Design mio_arbiter, sky130hd; sources not shown.
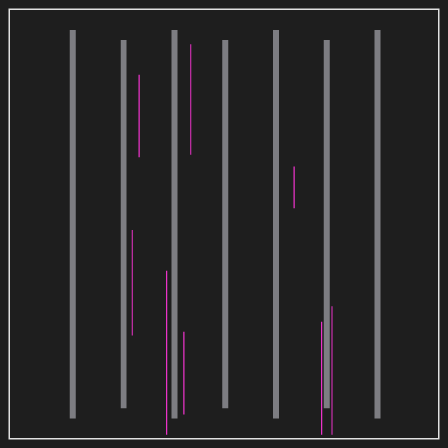
run_1/met4.png
Supply wires on this layer in gray.
main direction = vertical
longest straight run = 43.5 µm
wire length on this layer = 219 µm
share of all routed wire = 1.7%
nets with wire on the layer = 6
WL final: 12800 µm
via count: 3335

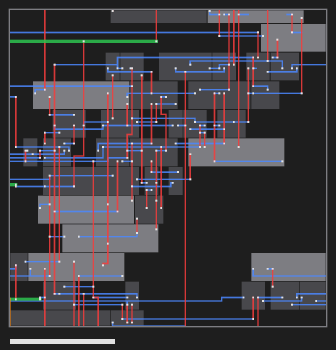
run_1/zoom.png
Bar = 10 µm. Region (42, 42) to (72, 72) µm. Cells in gray, sequential cells in the stronger gray; small squares are vias.
met3 -> green
met2 -> red
met1 -> blue
met4 -> orange
sequential cells in the window = 7
cells with their middle in the window = 37
most frequent = dfrtp_1 (7), a21o_1 (4)

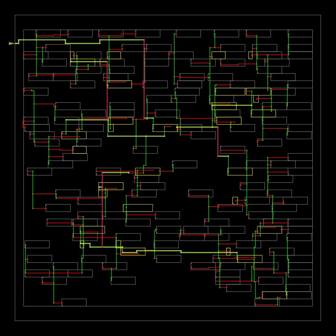
run_1/final_clocks.png
clock sink count: 140
Inserted Clock Buffers: 17
Max Clock Skew: 10.5 ps
clock buffer count: 24
num sequential: 140

==> flow_metrics.py, run 1 <==
# Flow results
metrics = {
    "final_layout": {
        "drive_gt1_share_pct": 25.3,
        "nets": 530,
    },
    "logic_synthesis": {
        "topCellsByArea": "dfrtp_1 60%, mux2_4 7.4%, mux2_2 6.7%",
        "asyncSetResetFlopFracSynth_pct": 100,
        "edf_count": 0,
        "synth.distinct_cells": 30,
    },
    "die": {
        "chipArea_um2": 13100,
        "num_rows": 38,
    },
    "status": {
        "outcome": "finished with violations",
        "violations": "negative hold slack",
    },
    "route": {
        "first_pass_iters": 4,
        "drtAntennaViolNets": 0,
        "drt_iter0_drc": 250,
    },
    "final_timing": {
        "setup_viol": 0,
        "period_minus_slack_ps": 2130,
        "hold_ws_ps": -90.3,
        "hold_viol_final": 140,
        "tightest_slew_ps": 958,
    },
    "cts": {
        "clk_latency_ps": 410,
        "cts-root-buf": "clkbuf_16",
    },
    "critical_path": {
        "crit_fanout": 21,
    },
}
[run 1: synthesized netlist by cell type (all sizes together) (2+ instances only)]
master,n
a21o,36
o2bb2ai,2
a22o,33
nor4,32
mux2,64
nand2,6
clkbuf,7
nor2,6
ha,2
buf,26
o31ai,2
nand2b,2
mux2i,33
inv,4
dfrtp,140
[run 1: logic make-up after synthesis]
group	synth area share [%]
simple gates	5.14
buf+inv	4.33
compound gates	10.7
fa+ha+maj	0.426
flops	59.7
mux	19.8
[run 1: area by class of cell]
| cell class | count | area [µm²] | area share (%) |
|---|---|---|---|
| well taps | 140 | 175 | 2.72 |
| inverters | 4 | 15.0 | 0.233 |
| repair buffers | 6 | 57.6 | 0.892 |
| clock buffers | 24 | 482 | 7.47 |
| flip-flops and latches | 140 | 3500 | 54.3 |
| clock inverters | 7 | 88.8 | 1.38 |
| multi-input cells | 226 | 2130 | 33.0 |
[run 1: layer usage]
| metal | track usage, % | wire length, µm | up-vias |
|---|---|---|---|
| met1 | 22.5 | 4880 | 1666 |
| met2 | 31.6 | 6220 | 172 |
| met5 | 0 | 0 | - |
| met4 | 6.97 | 218 | 0 |
| li1 | - | - | 1479 |
| met3 | 9.36 | 1450 | 18 |
[run 1: stage by stage]
step,area (µm²),instances,utilization (%),setup WS (ps)
after floorplan,5870,403,-,1470
after global placement,5880,516,52.6,998
after detailed placement,5880,516,52.6,973
after CTS,6450,547,57.7,972
after global routing,6450,547,57.7,856
final,6450,547,57.7,969
run_1/metal_stack.png
Two of the layers only.
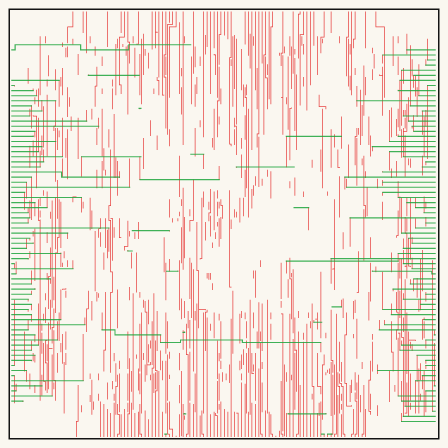

==> run 1 -> run 2 <==
PLACE_DENSITY = 0.68   (was unset)
clock period = 1.7 ns   (was 3.1 ns; I/O delays follow)
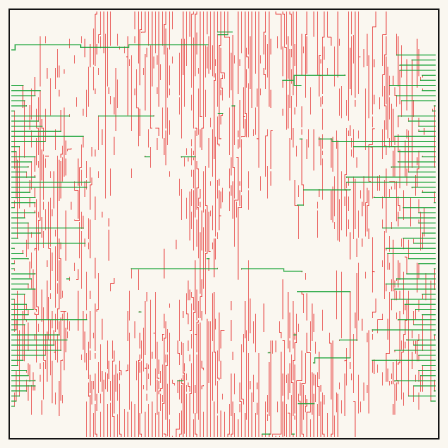
run_2/metal_stack.png
Two of the layers only.
met2 -> red  # wire length 7370 µm
met3 -> green  # wire length 1180 µm
All-Layer GR Usage: 21.4%
WL final: 14100 µm
DR WL/cell: 20.1 µm
via count: 3940

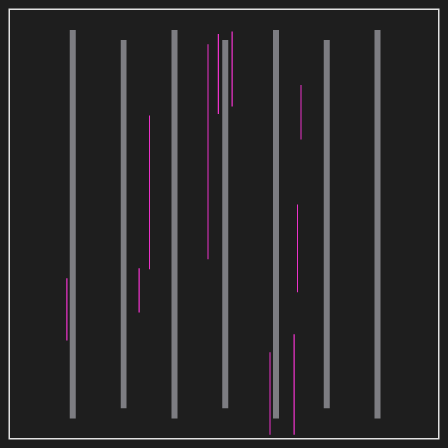
run_2/met4.png
Supply wires on this layer in gray.
longest straight run = 57.1 µm
main direction = vertical
nets with wire on the layer = 7
share of all routed wire = 1.8%
wire length on this layer = 252 µm

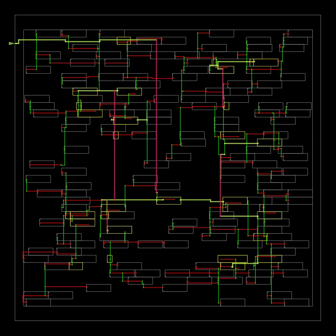
run_2/final_clocks.png
clk_lat worst skew: 400 ps

==> flow_metrics.py, run 2 <==
# Flow results
metrics = {
    "logic_synthesis": {
        "simple_gate_area_share_pct": 5.14,
        "synth.distinct_cells": 30,
        "topCellsByArea": "dfrtp_1 60%, mux2_4 7.4%, mux2_2 6.7%",
        "fa_ha_area_share_pct": 0.426,
        "asyncSetResetFlopFracSynth_pct": 100,
        "ys_sh_aoi_pct": 10.7,
        "edf_count": 0,
        "common_cells": "140 x dfrtp_1, 36 x a21o_1, 35 x mux2_2",
        "xor_share_pct": 0,
    },
    "status": {
        "outcome": "finished with violations",
        "violations": "negative hold slack, negative setup slack",
    },
    "critical_path": {
        "crit_fanout": 5,
    },
    "final_timing": {
        "setup_viol": 32,
        "setup_ws_ps": -49.4,
        "period_minus_slack_ps": 1750,
        "hold_viol_final": 140,
        "fmax_ghz": 0.572,
        "hold_ws_ps": -363,
        "clock_skew_ps": 7.37,
    },
    "final_layout": {
        "nets": 684,
        "final_util_pct": 69.1,
        "drive_gt1_share_pct": 46.3,
    },
    "die": {
        "num_rows": 38,
        "chipArea_um2": 13100,
    },
    "placed_design": {
        "portBuffers": 0,
    },
    "grt": {
        "grt_pass1_wl_um": 21600,
    },
    "route": {
        "first_pass_iters": 5,
        "drt_iter0_drc": 253,
        "drtAntennaViolNets": 0,
    },
    "cts": {
        "clkSinkCount": 140,
    },
}
[run 2: cell counts after synthesis]
Identical to the previous run, type by type.
[run 2: cell families (layout without fill, tap and decap cells)]
| family | after synthesis | count (layout) |
|---|---|---|
| AOI/OAI and AO/OA | 78 | 78 |
| adders and majority gates | 2 | 2 |
| buffers and inverters | 37 | 195 |
| muxes | 97 | 97 |
| DFF | 140 | 140 |
| and+or+nand+nor | 49 | 49 |
[run 2: stage by stage]
stage	cells	hold WS (ps)	setup slack, ps	cell area [µm²]
2_1_floorplan	403	44.4	67.1	5870
3_3_place_gp	662	47.3	5.34	7030
3_5_place_dp	662	47.6	-52.1	7030
4_1_cts	696	-387	-48.0	7620
5_1_grt	701	-399	-94.4	7720
6_report	701	-363	-49.4	7720
[run 2: layout make-up]
class	instances	area, µm²	share of cell area [%]
multi-input combinational	226	2140	27.8
clock buffer	23	478	6.19
clock inverter	8	67.6	0.875
inverter	4	15.0	0.195
timing repair buffer	160	1330	17.3
tap	140	175	2.27
sequential	140	3500	45.4
[run 2: per-layer routing]
layer,share of wire (%),up-vias,routed length [µm],track usage [%]
li1,-,1789,-,-
met1,38,1961,5300,24.9
met2,52,168,7370,36.7
met3,8.4,22,1180,7.24
met4,1.8,0,252,8.31
met5,0,-,0,0
[run 2: repair_timing]
item	4_1_cts	5_1_grt
cloned	1	2
pin swaps	0	0
resized	2	8
buffers inserted	2	3
endpoints found under the hold margin	140	140
endpoints found under the setup margin	24	65
[run 2: critical path, cell delays in order, from the launching register on]
cell	delay (ps)
dfrtp_1	390
inv_1	60
ha_2	170
and4bb_4	230
nor2b_4	200
buf_6	150
clkbuf_16	140
mux2_4	290
